===== src/rtl/axi_wr_arbiter.sv =====
// Round-robin arbiter steering the AW/W/B handshakes of 2**M_WIDTH masters onto one bus write path.
// Optional watchdog enabled by defining AXI_WR_ARB_TIMEOUT_EN.
module axi_wr_arbiter #(
  parameter  int M_WIDTH        = 2,
  parameter  int TIMEOUT_CYCLES = 1024,
  localparam int N              = 1 << M_WIDTH,
  localparam int IDW            = (M_WIDTH > 0) ? M_WIDTH : 1
) (
  input  logic           BUS_CLK,
  input  logic           BUS_RST,
  input  logic [N-1:0]   M_AWVALID,
  output logic [N-1:0]   M_AWREADY,
  input  logic [N-1:0]   M_WVALID,
  input  logic [N-1:0]   M_WLAST,
  output logic [N-1:0]   M_WREADY,
  output logic [N-1:0]   M_BVALID,
  input  logic [N-1:0]   M_BREADY,
  output logic           S_AWVALID,
  input  logic           S_AWREADY,
  output logic           S_WVALID,
  output logic           S_WLAST,
  input  logic           S_WREADY,
  input  logic           S_BVALID,
  output logic           S_BREADY,
  output logic [IDW-1:0] GRANT_ID,
  output logic           GRANT_VLD,
  output logic           TIMEOUT_ERR
);

  typedef enum logic [1:0] {ST_IDLE, ST_ADDR, ST_DATA, ST_RESP} state_e;

  if (TIMEOUT_CYCLES < 1) begin : g_bad_timeout_cycles
    $error("TIMEOUT_CYCLES must be at least 1");
  end

  state_e         state_q, state_d;
  logic [IDW-1:0] grant_id_q, grant_id_d;
  logic [IDW-1:0] ptr_q, ptr_d;
  logic [N-1:0]   grant_oh;
  logic           aw_hs, w_hs, b_hs;
  logic           timeout_hit;

  // First requester at or after ptr, scanning cyclically.
  function automatic logic [IDW-1:0] rr_pick(input logic [N-1:0] req, input logic [IDW-1:0] ptr);
    logic [IDW-1:0] idx;
    rr_pick = '0;
    for (int i = N - 1; i >= 0; i--) begin
      idx = IDW'((int'(ptr) + i) % N);
      if (req[idx]) rr_pick = idx;
    end
  endfunction

  function automatic logic [IDW-1:0] next_id(input logic [IDW-1:0] g);
    next_id = IDW'((int'(g) + 1) % N);
  endfunction

  assign grant_oh  = N'(1) << grant_id_q;
  assign GRANT_ID  = grant_id_q;
  assign GRANT_VLD = (state_q != ST_IDLE) && !BUS_RST;

  assign aw_hs = S_AWVALID & S_AWREADY;
  assign w_hs  = S_WVALID & S_WREADY;
  assign b_hs  = S_BVALID & S_BREADY;

  always_comb begin
    // NOTE: every output gets a default before the case so no latch is inferred.
    M_AWREADY = '0;
    M_WREADY  = '0;
    M_BVALID  = '0;
    S_AWVALID = 1'b0;
    S_WVALID  = 1'b0;
    S_WLAST   = 1'b0;
    S_BREADY  = 1'b0;
    // Outputs are forced low during reset so no handshake completes in the abort cycle.
    if (!BUS_RST) begin
      unique case (state_q)
        ST_ADDR: begin
          S_AWVALID = |(M_AWVALID & grant_oh);
          M_AWREADY = grant_oh & {N{S_AWREADY}};
        end
        ST_DATA: begin
          S_WVALID = |(M_WVALID & grant_oh);
          S_WLAST  = |(M_WLAST & grant_oh);
          M_WREADY = grant_oh & {N{S_WREADY}};
        end
        ST_RESP: begin
          M_BVALID = grant_oh & {N{S_BVALID}};
          S_BREADY = |(M_BREADY & grant_oh);
        end
        default: ;
      endcase
    end
  end

`ifdef AXI_WR_ARB_TIMEOUT_EN
  localparam int CNT_W = $clog2(TIMEOUT_CYCLES + 1);

  logic [CNT_W-1:0] cnt_q, cnt_d;
  logic             timeout_err_q, timeout_err_d;

  // Idle cycles of the current grant; any handshake restarts the count.
  always_comb begin
    cnt_d       = '0;
    timeout_hit = 1'b0;
    if (GRANT_VLD && !(aw_hs || w_hs || b_hs)) begin
      cnt_d       = cnt_q + 1'b1;
      timeout_hit = (cnt_d == CNT_W'(TIMEOUT_CYCLES));
    end
    timeout_err_d = timeout_hit;
  end

  always_ff @(posedge BUS_CLK) begin
    if (BUS_RST) begin
      cnt_q         <= '0;
      timeout_err_q <= 1'b0;
    end else begin
      cnt_q         <= cnt_d;
      timeout_err_q <= timeout_err_d;
    end
  end

  assign TIMEOUT_ERR = timeout_err_q && !BUS_RST;
`else
  assign timeout_hit = 1'b0;
  assign TIMEOUT_ERR = 1'b0;
`endif

  always_comb begin
    state_d    = state_q;
    grant_id_d = grant_id_q;
    ptr_d      = ptr_q;
    unique case (state_q)
      ST_IDLE: begin
        if (|M_AWVALID) begin
          grant_id_d = rr_pick(M_AWVALID, ptr_q);
          state_d    = ST_ADDR;
        end
      end
      ST_ADDR: if (aw_hs) state_d = ST_DATA;
      ST_DATA: if (w_hs && S_WLAST) state_d = ST_RESP;
      ST_RESP: begin
        if (b_hs) begin
          state_d = ST_IDLE;
          ptr_d   = next_id(grant_id_q);
        end
      end
      default: state_d = ST_IDLE;
    endcase
    if (timeout_hit) begin
      state_d = ST_IDLE;
      ptr_d   = next_id(grant_id_q);
    end
  end

  // NOTE: sequential state uses non-blocking assignments so all flops update together.
  always_ff @(posedge BUS_CLK) begin
    if (BUS_RST) begin
      state_q    <= ST_IDLE;
      grant_id_q <= '0;
      ptr_q      <= '0;
    end else begin
      state_q    <= state_d;
      grant_id_q <= grant_id_d;
      ptr_q      <= ptr_d;
    end
  end

endmodule


===== config.mk =====
export PLATFORM = sky130hd
export DESIGN_NAME = axi_wr_arbiter
export DESIGN_NICKNAME = d
export VERILOG_FILES = /design/src/rtl/axi_wr_arbiter.sv
export SDC_FILE = /design/constraint.sdc
export NUM_CORES = 1
export LEC_CHECK = 0
export ABC_AREA = 1
export CAP_MARGIN = 20
export CORE_MARGIN = 2
export CORE_UTILIZATION = 30
export CTS_CLUSTER_DIAMETER = 60
export DETAILED_ROUTE_END_ITERATION = 6
export PLACE_DENSITY = 0.64
export SLEW_MARGIN = 30
export SYNTH_ARGS = -nofsm -noshare
export SYNTH_HDL_FRONTEND = slang
export SYNTH_SLANG_ARGS = --single-unit
export TNS_END_PERCENT = 5

===== constraint.sdc =====
create_clock -name BUS_CLK -period 2.7 [get_ports BUS_CLK]
set_clock_uncertainty 0.05 [all_clocks]
set_input_delay 0.27 -clock BUS_CLK [delete_from_list [all_inputs] [get_ports BUS_CLK]]
set_output_delay 0.27 -clock BUS_CLK [all_outputs]
set_load 0.02 [all_outputs]

==> CHANGELOG.md, run 1 <==
### Implementation results

- Required time of the critical path: about 2.4 ns
- CTS sink cnt: 6
- Crit. End Element: output port
- Post-Syn Area: between 800 and 900 sq um
- MaxCap Viol Count: 0
- Layout cells sized above 1: 5.26%
- Number of fillers in the final layout: approximately 280
- DR vias: 1005
- Number of distinct library cells after synthesis: 21
- Antenna diode count: 0
- Register Area: 120 sq um
- Remaining global-route overflow: 0
- Arrival time of data at the critical path endpoint: around 1.9 ns
- Count of mapped cells out of synthesis: about 150
- Via count of the first global-routing pass: between 900 and 1000
- Num rows: 19
- Drc violations: 0
- Pwr Total: roughly 0.60 mW
- Number of warning messages in the logs: 33
- Source-to-sink clock delay at the later pin of the worst-skew pair: about 0.24 ns
- CTS buffer count: 3
- Worst hold path startpoint: state_q[0]$_SDFFE_PP0P_
- Mean post-synth cell area: between 5 and 6 sq um
- Global-route wire length before repair: around 4000 um
- Complex Gates by Area: 4.85%
- Clock Tree Buf Depth: 2
- Kind of launch point of the worst setup path: register
- Root buffer cell: sky130_fd_sc_hd__clkbuf_4
- Critical path destination: S_WVALID
- Largest vdd supply drop: between 400 and 500 uV
- Post-synthesis cell count from yosys: between 150 and 200
- Reg-to-reg slack, setup: 0.93 ns
- Portion of netlist area occupied by mux cells: 0%
- Synth flops: 6
- Endpoint of the worst-slack reg-to-reg timing path: state_q[1]$_SDFFE_PP0P_
- Simple Share, Synth: between 50% and 60%
- I/O Buffers: 39
- Fmax: 443 MHz
- Status: finished, final reports clean
- Combinational Area: about 600 sq um
- Chip area: 3190 sq um
- Reg2Reg Launch Point: GRANT_ID[0]$_SDFFE_PP0P_
- Count of TritonRoute iterations in the first routing pass: 4
- Clock period minus final worst setup slack: between 2 and 2.5 ns
- Post-CTS repair timing setup buffer count: 0
- Length in cells of the worst reg-to-reg path: 11
- Largest net degree at the start of global routing: 12
- DRT Wirelength: between 2000 and 2500 um
- Final instance area: between 1000 and 1500 sq um
- Critical path fanouts, max: 5
- Portion of the post-synthesis area used by sequential elements: approximately 15%
- Number of levels in the clock H-tree: 1
- Die span in y: about 56 um
- Setup repair after global routing missed its margin: false
- Drt wl/cell: 10.7 um
- Type of the most critical hold path: register to register
- Number of warning messages in the yosys log: 0
- Global-route usage over all layers: about 15%
- Final net count: roughly 220
- Final TNS setup: 0 ns
- TritonCTS clock tree: done
- Clock-pin transition on the worst setup and hold timing paths: ~0.040 ns
- DRC marker count from the first detailed-route iteration: 16
- Post-placement cell area: ~1200 sq um
- CTS-repair resized insts: 0
- Hold bufs inserted after CTS: 0
- Launch point of the worst path: GRANT_ID[0]$_SDFFE_PP0P_
- Chip area line of the yosys report: 826 sq um
- Antenna-violating nets left: 0
- Number of vias per cell: around 4.5
- Area overhead of the layout relative to synthesis: 51.5%
- Post-route fraction of the period consumed by the critical path: around 84%
- Dominant kind of combinational cell: simple AND/OR/NAND/NOR gates
- Arithmetic-cell share of the synthesized area counting full adders, half adders and majority gates: a little over an eighth
- Total power per unit cell area: around 480 nW/um^2
- XOR/XNOR Area Share: 1.06%
-- run 1: cells in the final DEF, fill, tap and decap left out --
| cell type | synthesis | layout |
|---|---|---|
| sky130_fd_sc_hd__inv_4 | 1 | 1 |
| sky130_fd_sc_hd__nand2_1 | 59 | 59 |
| sky130_fd_sc_hd__o21ai_1 | 2 | 2 |
| sky130_fd_sc_hd__nand4_1 | 2 | 2 |
| sky130_fd_sc_hd__inv_2 | 2 | 2 |
| sky130_fd_sc_hd__nand3_1 | 10 | 10 |
| sky130_fd_sc_hd__nand3b_1 | 2 | 2 |
| sky130_fd_sc_hd__inv_1 | 16 | 16 |
| sky130_fd_sc_hd__dfxtp_1 | 6 | 6 |
| sky130_fd_sc_hd__or2_0 | 1 | 1 |
| sky130_fd_sc_hd__o21ai_0 | 2 | 2 |
| sky130_fd_sc_hd__nor4_1 | 1 | 1 |
| sky130_fd_sc_hd__clkdlybuf4s50_1 | 0 | 39 |
| sky130_fd_sc_hd__nand2_2 | 2 | 2 |
| sky130_fd_sc_hd__conb_1 | 1 | 1 |
| sky130_fd_sc_hd__ha_1 | 9 | 9 |
| sky130_fd_sc_hd__a21oi_1 | 4 | 4 |
| sky130_fd_sc_hd__xnor2_1 | 1 | 1 |
| sky130_fd_sc_hd__clkbuf_4 | 0 | 3 |
| sky130_fd_sc_hd__nor2_1 | 25 | 25 |
| sky130_fd_sc_hd__nor2_4 | 2 | 2 |
-- run 1: report_power, final --
| part | switching (mW) | internal [mW] |
|---|---|---|
| Combinational | 0.230 | 0.163 |
| Sequential | 0.0201 | 0.107 |
| Clock | 0.0289 | 0.0500 |
| Total | 0.279 | 0.321 |
-- run 1: worst max-delay path: stages (launching register included) --
cell                              delay, ns
sky130_fd_sc_hd__dfxtp_1               0.41
sky130_fd_sc_hd__inv_1                 0.11
sky130_fd_sc_hd__ha_1                  0.29
sky130_fd_sc_hd__nand2_1               0.08
sky130_fd_sc_hd__nand2_1               0.05
sky130_fd_sc_hd__nor2_1                0.18
sky130_fd_sc_hd__nor2_4                0.05
sky130_fd_sc_hd__clkdlybuf4s50_1       0.53
-- run 1: synthesized netlist by cell type, drive strengths merged --
cell    instances  area share, %
nor4            1           0.76
dfxtp           6             15
xnor2           1            1.1
o21ai           4            2.4
nand3          10            6.1
nor2           27             14
inv            19            8.9
conb            1           0.45
nand2          61             28
nand3b          2            1.8
buf             3            3.2
a21oi           4            2.4
nand4           2            1.5
ha              9             14
or2             1           0.76
-- run 1: layout make-up --
class | count | share of cell area, %
well taps | 31 | 3.10
flip-flops and latches | 6 | 9.60
inverters | 19 | 5.90
clock buffers | 3 | 1.80
repair buffers | 39 | 31.2
multi-input cells | 123 | 48.4
-- run 1: metrics by stage --
step / setup slack, ns / hold slack (ns) / std cells
floorplan: 1.01 / 0.289 / 151
global placement: 0.620 / 0.462 / 218
detailed placement: 0.567 / 0.466 / 218
CTS: 0.431 / 0.472 / 221
global route: 0.276 / 0.510 / 221
finish: 0.444 / 0.467 / 221
-- run 1: per-layer routing --
layer	global-route usage [%]	up-vias	wire (um)
li1	-	540	-
met1	19.7	435	1120
met2	24.8	28	1090
met3	3.69	2	131
met4	5.44	0	14
met5	0	-	0
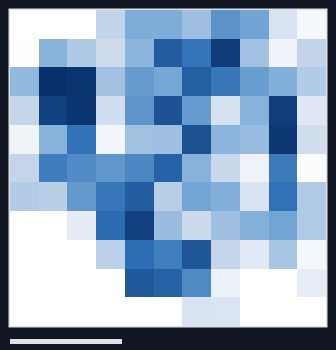
*Local utilization, run 1*
Bar = 20 um. The die is cut into 11 by 11 equal tiles; white is low, dark blue is high, 0 to 100% covered.
tiles over 75% full = 16%
fullest tile = 100%
emptiest ninth of the die = south-west
nearly empty tiles = 21%
core area: 2690 sq um
effective utilization at floorplan: 30.7%
share of the core filled with cells in the final layout: 46.6%

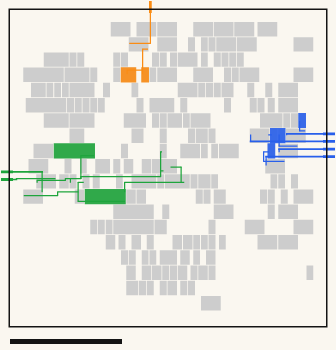
*I/O nets highlighted, run 1*
Bar = 20 um.
`S_BVALID` -> orange  # bits 1, direction input, edge north, end cells 2, buffers 1, wire 18.1 um
`GRANT_ID` -> green  # bits 2, direction output, edge west, end cells 2, buffers 2, wire 91.6 um
`M_WLAST` -> blue  # bits 4, direction input, edge east, end cells 4, buffers 4, wire 56.0 um

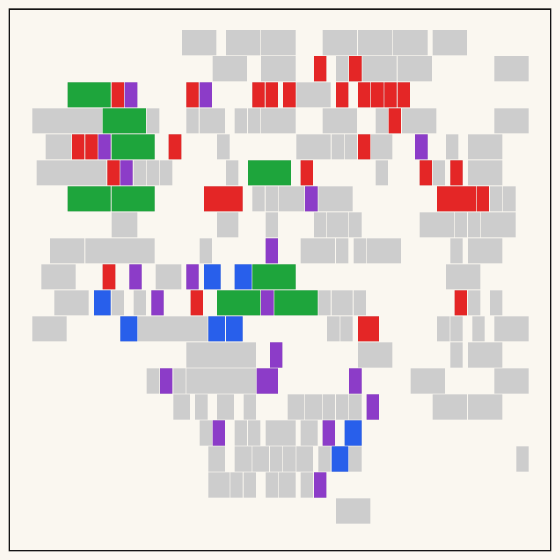
*Gate-type map, run 1*
aoi and oai cells -> blue  # cells 8
fa/ha/maj cells -> green  # cells 9
inv cells -> purple  # cells 19
nor cells -> red  # cells 28
top logic cell by instance count in the layout: sky130_fd_sc_hd__nand2_1
non-filler cells, final: 221
proportion of cell area occupied by multi-input gates: 48.4%

### Cell placement, run 1

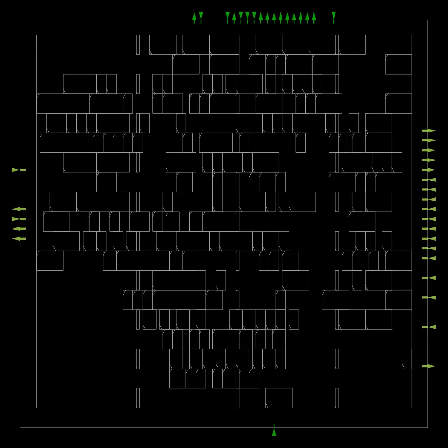

==> inputs of run 2 (changes only) <==
--- a/config.mk
+++ b/config.mk
@@ -11,7 +11,7 @@
 export CORE_UTILIZATION = 30
 export CTS_CLUSTER_DIAMETER = 60
 export DETAILED_ROUTE_END_ITERATION = 6
-export PLACE_DENSITY = 0.64
+export PLACE_DENSITY = 0.66
 export SLEW_MARGIN = 30
 export SYNTH_ARGS = -nofsm -noshare
 export SYNTH_HDL_FRONTEND = slang
==> constraint.sdc (replaced) <==
create_clock -name BUS_CLK -period 1.9 [get_ports BUS_CLK]
set_clock_uncertainty 0.05 [all_clocks]
set_input_delay 0.19 -clock BUS_CLK [delete_from_list [all_inputs] [get_ports BUS_CLK]]
set_output_delay 0.19 -clock BUS_CLK [all_outputs]
set_load 0.02 [all_outputs]
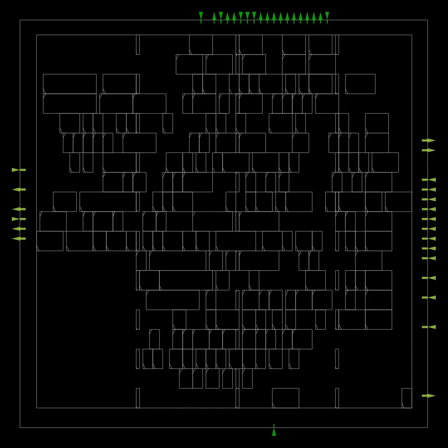
*Cell placement, run 2*
number of fillers in the final layout: 297
num rows: 19
non-filler cells, final: 228
fraction of area in registers: 9.51%
Flop Count: 6

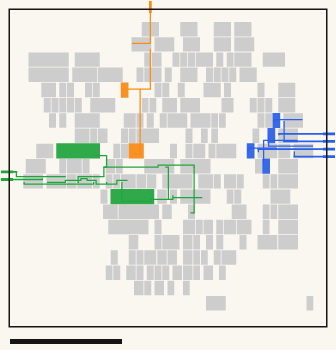
*I/O nets highlighted, run 2*
Bar = 20 um.
`M_WLAST` -> blue  # bits 4, direction input, edge east, end cells 4, buffers 4, wire 68.5 um
`GRANT_ID` -> green  # bits 2, direction output, edge west, end cells 2, buffers 4, wire 108 um
`S_BVALID` -> orange  # bits 1, direction input, edge north, end cells 2, buffers 1, wire 34.2 um
I/O Buffers: 39
Ports: 41

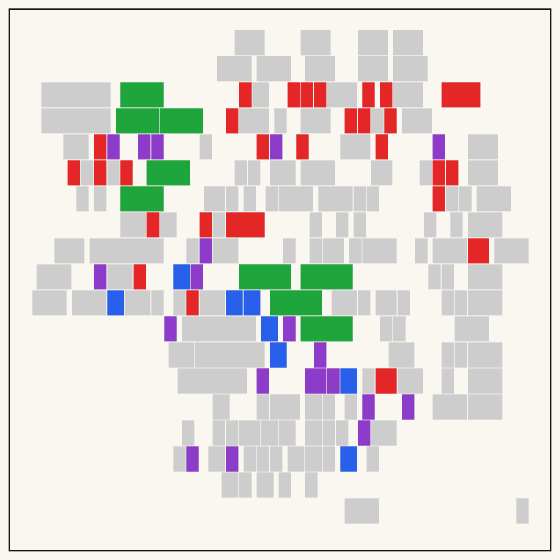
*Gate-type map, run 2*
fa/ha/maj cells -> green  # cells 9
nor cells -> red  # cells 28
inv cells -> purple  # cells 19
aoi and oai cells -> blue  # cells 8, where center
proportion of cell area occupied by multi-input gates: 47.9%

==> run 2 against run 1 <==
Non-clock buffer count rose by 7; die size did not move; core utilization up 1.4 points; synthesized cell count stayed put; first-iteration DRC count increased to 3.2 times the previous value; via count up 2.3%; largest cell class unchanged; highest routed layer is now met3.
==> CHANGELOG.md, run 2 <==
### Implementation results

- Design internal power: 0.458 mW (+43%)
- Kind of launch point of the worst setup path: register
- Global-route usage over all layers: 14.7% (-0.65 points)
- Dominant logic cell types in the final layout: 59 x sky130_fd_sc_hd__nand2_1, 24 x sky130_fd_sc_hd__nor2_1, 22 x sky130_fd_sc_hd__clkdlybuf4s50_1
- Final instance area: 1290 sq um (+3.1%)
- Number of warning messages in the logs: 33 (unchanged)
- DRC marker count from the first detailed-route iteration: 51 (+35)
- Fin worst setup slack: 0.110 ns (-0.334 ns)
- Worst hold slack: 0.483 ns (+0.0165 ns)
- Largest net degree at the start of global routing: 12 (unchanged)
- Antenna diode count: 0 (unchanged)
- Final net count: 229 (+3.2%)
- CTS sink cnt: 6 (unchanged)
- Die span in y: 56.5 um (unchanged)
- Global-route wire length before repair: 3810 um (-4.7%)
- Reg2Reg Launch Point: state_q[0]$_SDFFE_PP0P_
- Critical path destination: M_WREADY[2]
- Fmax: about 560 MHz
- Area overhead of the layout relative to synthesis: 56.2%
- Share of the core filled with cells in the final layout: 48.0% (+1.4 points)
- Top logic cell by instance count in the layout: sky130_fd_sc_hd__nand2_1
- Required time of the critical path: 1.66 ns (-0.72 ns)
- Sequential share of power: 21.3% (about the same)
- Number of antenna violations at the first check in global routing: 0
- Endpoint of the worst-slack reg-to-reg timing path: state_q[1]$_SDFFE_PP0P_
- Clock-pin transition on the worst setup and hold timing paths: 0.04 ns (about the same)
- Number of warning messages in the yosys log: 0 (unchanged)
- Launch point of the worst path: state_q[0]$_SDFFE_PP0P_
- Chip area: 3190 sq um (unchanged)
- Effective utilization at floorplan: 30.7% (unchanged)
- Top cell types by occurrence after synthesis: 59 x sky130_fd_sc_hd__nand2_1, 25 x sky130_fd_sc_hd__nor2_1, 16 x sky130_fd_sc_hd__inv_1
- Critical path fanouts, max: 4 (-1)
- Count of TritonRoute iterations in the first routing pass: 4 (unchanged)
- Count of mapped cells out of synthesis: 151 (unchanged)
- Status: finished, final reports clean
- Post-placement cell area: 1280 sq um (+4.3%)
- Number of vias per cell: 4.51 (-0.85%)
- Chip area line of the yosys report: 826 sq um (unchanged)
- Via count of the first global-routing pass: 923 (-4.2%)
- Post-CTS repair timing setup buffer count: 0 (unchanged)
- Portion of the post-synthesis area used by sequential elements: 14.5% (unchanged)
- Crit. End Element: output port
- Dpl cells: 225 (+3.2%)
- DR vias: 1028 (+2.3%)
- MaxCap Viol Count: 0 (unchanged)
- Final TNS setup: 0 ns (unchanged)
- Layout cells sized above 1: 13.2% (+7.9 points)
- Drc violations: 0 (unchanged)
- Switching portion of total power: 46.5% (-0.096 points)
- Core area: 2690 sq um (unchanged)
- Largest vdd supply drop: 666 uV (+34%)
- Number of distinct library cells after synthesis: 21 (unchanged)
- NetSw: 0.398 mW (+42%)
- Worst-case setup slack after placement: 0.0131 ns (-0.554 ns)
- Post-synthesis cell count from yosys: 151 (unchanged)
- Post-route fraction of the period consumed by the critical path: roughly 94%
- Arrival time of data at the critical path endpoint: 1.55 ns (-0.39 ns)
- Type of the most critical hold path: register to register
- Combinational group share of total power: 65.5% (about the same)
- Number of levels in the clock H-tree: 1 (unchanged)
- Post-Syn Area: 826 sq um (unchanged)
- Pwr Total: 0.856 mW (+43%)
- CTS buffer count: 3 (unchanged)
- Leading post-synthesis cells by cell area: sky130_fd_sc_hd__nand2_1 27%, sky130_fd_sc_hd__dfxtp_1 15%, sky130_fd_sc_hd__ha_1 14%, sky130_fd_sc_hd__nor2_1 11%, sky130_fd_sc_hd__inv_1 7.3%
- Number of synthesized flops with an enable pin: 0 (unchanged)
- Drt wl/cell: 10.0 um (-6.3%)
- TritonCTS clock tree: done
- Source-to-sink clock delay at the later pin of the worst-skew pair: 0.24 ns (about the same)
- Hold bufs inserted after CTS: 0 (unchanged)
- Clock period minus final worst setup slack: roughly 1.8 ns
- Leakage: 0.669 nW
- Fin. max-slew vios: 0
- Remaining global-route overflow: 0 (unchanged)
- Share of the synthesized area in the top cell type: 26.8% (unchanged)
- Reg-to-reg slack, setup: 0.32 ns (-0.61 ns)
- Root buffer cell: sky130_fd_sc_hd__clkbuf_4
- Antenna-violating nets left: 0 (unchanged)
- Combinational Area: 618 sq um (+2.1%)
- Total power per unit cell area: 664 nW/um^2 (+38%)
- Cell accounting for the most synthesized area: sky130_fd_sc_hd__nand2_1
- Length in cells of the worst reg-to-reg path: 11 (unchanged)
- Async S/R FF share, synth: 0% (unchanged)
- Setup repair after global routing missed its margin: false
- Synth flops: 6 (unchanged)
- Most used flip-flop cell after synthesis: sky130_fd_sc_hd__dfxtp_1
- Mean post-synth cell area: 5.47 sq um (unchanged)
[run 2: netlist changes by cell type in the layout (fill, tap and decap cells not counted)]
cell / previous run / this run
sky130_fd_sc_hd__clkdlybuf4s50_1: 39 / 22
sky130_fd_sc_hd__dlygate4sd2_1: 0 / 15
sky130_fd_sc_hd__buf_4: 0 / 7
sky130_fd_sc_hd__ha_1: 9 / 5
sky130_fd_sc_hd__ha_2: 0 / 4
sky130_fd_sc_hd__clkbuf_2: 0 / 2
sky130_fd_sc_hd__dfxtp_1: 6 / 4
sky130_fd_sc_hd__dfxtp_2: 0 / 2
sky130_fd_sc_hd__nor2_1: 25 / 24
sky130_fd_sc_hd__nor2_2: 0 / 1
[run 2: worst max-delay path, cell delays in order (launching register included)]
cell	delay [ns]
sky130_fd_sc_hd__dfxtp_1	0.33
sky130_fd_sc_hd__inv_1	0.11
sky130_fd_sc_hd__ha_1	0.27
sky130_fd_sc_hd__nand2_1	0.14
sky130_fd_sc_hd__nor2_1	0.13
sky130_fd_sc_hd__dlygate4sd2_1	0.34
[run 2: cells by family (layout without fill, tap and decap cells)]
| logic type | Yosys count | after routing | share of synthesized area (%) |
|---|---|---|---|
| AND-OR/OR-AND | 8 | 8 | 4.85 |
| XOR/XNOR | 1 | 1 | 1.06 |
| adder cells (fa/ha/maj) | 9 | 9 | 13.6 |
| buffers and inverters | 22 | 68 | 12.1 |
| flip-flops | 6 | 6 | 14.5 |
| other | 1 | 1 | 0.454 |
| AND/OR/NAND/NOR | 104 | 104 | 53.3 |
[run 2: cell type report]
class                           count  share of cell area (%)
Clock buffer                        3                    1.75
Sequential cell                     6                    9.51
Multi-Input combinational cell    123                    47.9
Inverter                           19                    5.72
Timing Repair Buffer               46                    32.1
Tap cell                           31                    3.01
[run 2: worst min-delay path by stage]
stage / start / endpoint / slack [ns] / cells after the start
floorplan: BUS_RST / GRANT_ID[0]$_SDFFE_PP0P_ / 0.21 / 1
global placement: state_q[1]$_SDFFE_PP0P_ / state_q[1]$_SDFFE_PP0P_ / 0.46 / 2
detailed placement: state_q[0]$_SDFFE_PP0P_ / state_q[0]$_SDFFE_PP0P_ / 0.48 / 2
CTS: state_q[1]$_SDFFE_PP0P_ / state_q[1]$_SDFFE_PP0P_ / 0.49 / 2
global route: state_q[0]$_SDFFE_PP0P_ / state_q[0]$_SDFFE_PP0P_ / 0.52 / 2
finish: state_q[1]$_SDFFE_PP0P_ / state_q[1]$_SDFFE_PP0P_ / 0.48 / 2
[run 2: per-layer routing]
layer	vias up	global-route usage, %	part of all wire [%]
met5	-	0	0
met4	0	5.44	0
met3	0	4.15	6.2
met2	25	23.4	46
met1	451	18.7	48
li1	552	-	-
[run 2: power by group through the flow]
| stage | sequential (mW) | combinational, mW | clock (mW) |
|---|---|---|---|
| 2_1_floorplan | 0.186 | 0.377 | 0 |
| 3_3_place_gp | 0.180 | 0.556 | 0 |
| 3_5_place_dp | 0.183 | 0.573 | 0 |
| 4_1_cts | 0.182 | 0.563 | 0.119 |
| 5_1_grt | 0.188 | 0.630 | 0.130 |
| 6_report | 0.183 | 0.561 | 0.113 |
No activity file was given, so power comes from the tool's default toggle rates.
